--- src/rtl/mic_control.sv ---
// I2S capture controller for the line-in ADC: generates MCLK/SCK/LRCK from a free-running
// 9-bit divider, deserialises both channels and hands each pair over with valid/ack and sticky overrun.
module mic_control #(
  parameter int DATA_WIDTH  = 16,
  parameter int SKIP_FRAMES = 4
) (
  input  logic                  clk,
  input  logic                  rst,
  input  logic                  audio_sdout,
  input  logic                  sample_ack,
  input  logic                  overrun_clr,
  output logic                  audio_mclk,
  output logic                  audio_lrck,
  output logic                  audio_sck,
  output logic [DATA_WIDTH-1:0] audio_out_left,
  output logic [DATA_WIDTH-1:0] audio_out_right,
  output logic                  sample_valid,
  output logic                  overrun
);

  localparam logic [4:0] LAST_SLOT = 5'(DATA_WIDTH);
  localparam logic [3:0] SKIP_N    = 4'(SKIP_FRAMES);

  logic [8:0]            clk_cnt_q, clk_cnt_d;
  logic [3:0]            skip_q, skip_d;
  logic [DATA_WIDTH-1:0] shift_q, shift_d;
  logic [DATA_WIDTH-1:0] left_q, left_d;
  logic [DATA_WIDTH-1:0] out_l_q, out_l_d;
  logic [DATA_WIDTH-1:0] out_r_q, out_r_d;
  logic                  valid_q, valid_d;
  logic                  ovr_q, ovr_d;

  logic [4:0]            slot;
  logic                  sample_en, in_window, last_slot;
  logic                  left_done, right_done, skip_done;
  logic [DATA_WIDTH-1:0] word;

  // Sample mid SCK-high: the ADC only moves its data on the SCK falling edge.
  assign sample_en  = (clk_cnt_q[2:0] == 3'b101);
  assign slot       = clk_cnt_q[7:3];
  assign in_window  = sample_en && (slot != 5'd0) && (slot <= LAST_SLOT);
  assign last_slot  = sample_en && (slot == LAST_SLOT);
  assign skip_done  = (skip_q == SKIP_N);
  assign left_done  = last_slot && !clk_cnt_q[8];
  assign right_done = last_slot && clk_cnt_q[8] && skip_done;

  // Word as it stands once the bit on the line is shifted in; only the newest DATA_WIDTH bits matter.
  assign word = DATA_WIDTH'({shift_q, audio_sdout});

  always_comb begin
    clk_cnt_d = clk_cnt_q + 9'd1;
    skip_d    = skip_q;
    shift_d   = shift_q;
    left_d    = left_q;
    out_l_d   = out_l_q;
    out_r_d   = out_r_q;
    valid_d   = valid_q;
    ovr_d     = ovr_q;

    if (clk_cnt_q == 9'd511 && !skip_done)
      skip_d = skip_q + 4'd1;

    if (in_window)
      shift_d = word;
    if (left_done)
      left_d = word;
    if (right_done) begin
      out_l_d = left_q;
      out_r_d = word;
    end

    // A completion coinciding with an ack keeps valid high for the fresh pair.
    if (right_done)
      valid_d = 1'b1;
    else if (sample_ack)
      valid_d = 1'b0;

    if (right_done && valid_q && !sample_ack)
      ovr_d = 1'b1;
    else if (overrun_clr)
      ovr_d = 1'b0;
  end

  always_ff @(posedge clk or negedge rst) begin
    if (!rst) begin
      clk_cnt_q <= '0;
      skip_q    <= '0;
      shift_q   <= '0;
      left_q    <= '0;
      out_l_q   <= '0;
      out_r_q   <= '0;
      valid_q   <= 1'b0;
      ovr_q     <= 1'b0;
    end else begin
      clk_cnt_q <= clk_cnt_d;
      skip_q    <= skip_d;
      shift_q   <= shift_d;
      left_q    <= left_d;
      out_l_q   <= out_l_d;
      out_r_q   <= out_r_d;
      valid_q   <= valid_d;
      ovr_q     <= ovr_d;
    end
  end

  assign audio_mclk      = clk_cnt_q[1];
  assign audio_sck       = clk_cnt_q[2];
  assign audio_lrck      = clk_cnt_q[8];
  assign audio_out_left  = out_l_q;
  assign audio_out_right = out_r_q;
  assign sample_valid    = valid_q;
  assign overrun         = ovr_q;

endmodule

--- config.mk ---
export PLATFORM = sky130hd
export DESIGN_NAME = mic_control
export DESIGN_NICKNAME = d
export VERILOG_FILES = /design/src/rtl/mic_control.sv
export SDC_FILE = /design/constraint.sdc
export NUM_CORES = 1
export LEC_CHECK = 0
export CORE_MARGIN = 10
export CORE_UTILIZATION = 54
export DETAILED_ROUTE_END_ITERATION = 10
export GPL_TIMING_DRIVEN = 0
export HOLD_SLACK_MARGIN = 0.06
export PLACE_DENSITY = 0.76
export SYNTH_ARGS = -nofsm -noshare
export SYNTH_HDL_FRONTEND = slang
export SYNTH_SLANG_ARGS = --single-unit
--- constraint.sdc ---
create_clock -name clk -period 2.48 [get_ports clk]
set_input_delay 0.496 -clock clk [delete_from_list [all_inputs] [get_ports clk]]
set_output_delay 0.496 -clock clk [all_outputs]
set_load 0.02 [all_outputs]
==> results.json <==
{
  "status": "completed",
  "final_util_pct": 68.93,
  "xor_area_share_pct": 1.988,
  "synth-edff-count": 0,
  "antenna_found_initial": 0,
  "min_to": "overrun",
  "cts.repair.resized": 0,
  "netlist_instances": 194,
  "p_comb_share_pct": 1.8,
  "worstSetupEndpoint": "left_q[10]",
  "holdBufCountCts": 1,
  "clk_pin_slew_ns": 0.08,
  "port-buffer-count": 41,
  "finalCritPeriodShare_pct": 90.15,
  "grt_max_degree": 68,
  "cp.required_ns": 2.71,
  "ctsRootBufferMaster": "clkbuf_8",
  "tns_ns": 0,
  "nNetsFinal": 258,
  "clk_share_pct": 5.210,
  "ff2ff_path_depth": 5,
  "timing.rr.end": "left_q[10]",
  "wl_met1_um": 2412,
  "cellPowerDensity_nw_per_um2": 592.6,
  "min_from": "overrun",
  "cp_top_family": "simple AND/OR/NAND/NOR gates",
  "top_layer": "met4",
  "drive_gt1_share_pct": 35.97,
  "cts_setup_buffers": 0,
  "clock_path_buffers": 2,
  "internal_power_mw": 1.778,
  "rsz0062_at_grt": "no",
  "postSynthAreaPerCell_um2": 15.90,
  "logic_gates": 104,
  "ff_latch_area_um2": 1952,
  "finalClockSkew_ns": 0.007675,
  "mi_logic_area_um2": 1049,
  "p_total_mw": 2.263,
  "synth_chip_area_um2": 3084,
  "crit_chain": "or4_1 -> buf_2 -> nor3_4 -> buf_6 -> mux2_2",
  "ys_types": 25,
  "p_sw_mw": 0.4853,
  "slew_headroom_pct": 71.70,
  "critPathBufInv": 2,
  "dieHeight_um": 95.58,
  "ys.flop_type": "dfrtp_1",
  "mostFrequentLayoutCell": "dfrtp_1",
  "final_area_um2": 3819,
  "synthTopCellsByCount": "dfrtp_1, mux2_2, inv_1",
  "seqPwrFrac_pct": 56.5,
  "cp-end-kind": "flip-flop",
  "num_antenna_cells": 0,
  "yosysMostFrequentCell": "dfrtp_1",
  "io_pins": 42,
  "power_leader": "sequential cells",
  "coreArea_um2": 5540,
  "hold_viol": 0,
  "reg2reg_slack_ns": 0.24,
  "pg_clk_mw": 0.943,
  "synth.largest_area_cell": "dfrtp_1",
  "worst_setup_path_start_kind": "flip-flop",
  "top_cell_area_share_pct": 63.29,
  "grt_pass1_wl_um": 9108,
  "gr-usage-met2_pct": 19.30,
  "routed_wl_um": 5358,
  "rows": 27,
  "cts_tree": "yes",
  "rr_startpoint": "clk_cnt_q[3]",
  "grt.busiest_layer": "met2",
  "critical_path_class": "flip-flop to flip-flop",
  "dieArea_um2": 9135,
  "crit_slowest_cell": "or4_1",
  "signal_buffers": 49,
  "crit_start": "clk_cnt_q[3]",
  "dpl.hpwl_um": 3715,
  "fin_crit_ns": 2.236,
  "final_cells": 325
}
**I/O nets highlighted**

Scale: 4 px per µm.
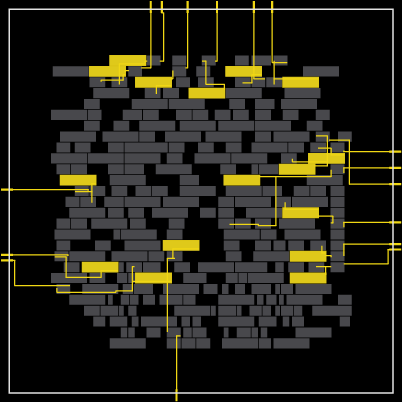
- audio_out_left: yellow (direction output; edge 6 right, 6 top, 3 left, 1 bottom; end cells 16; buffers 16; wire 522 µm)

**Cells coloured by class**

Scale: 4 px per µm. Fill, decap, tap and diode cells in grey.
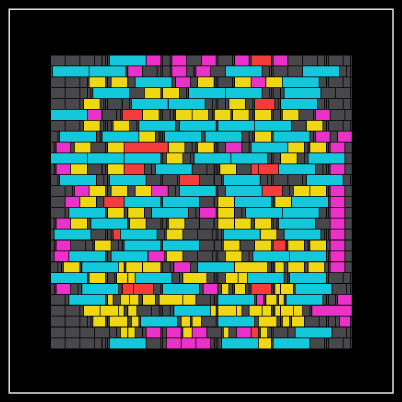
- other buffers and delay cells: magenta (cells 49; share of their area 14%)
- flip-flops: cyan (cells 78; share of their area 52%)
- clock drivers and dummy loads: red (cells 16; share of their area 5.3%)
- all other logic: yellow (cells 110; share of their area 29%)

**Met2 routing**

Scale: 4 px per µm. Cells faint in the background.
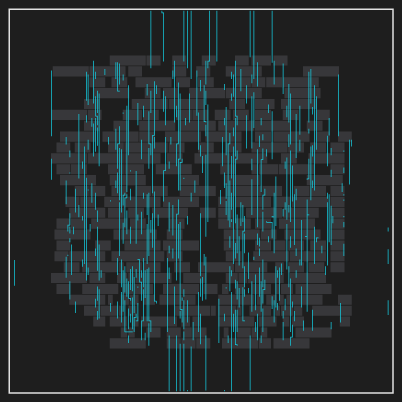
- main direction: vertical
- nets with wire on the layer: 239
- share of all routed wire: 46%

**The clock network**

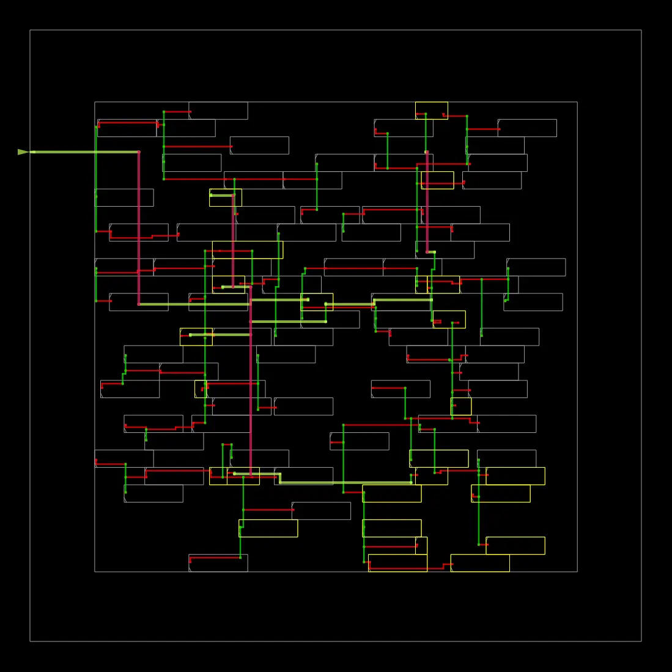
# clk buffers: 10
num sequential: 78
CTS Buf Count: 9
Worst-Skew Late Latency: 0.34 ns

**Clock network drawn from the DEF**

Scale: 4 px per µm.
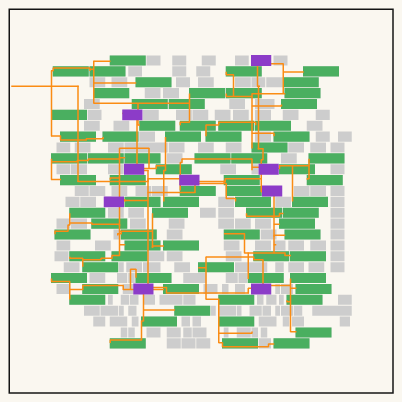
- cells driving clock nets: purple (count 9)
- clock wires: orange (length 889 µm)
- flip-flops: green (count 78)
- routed clock nets: 10

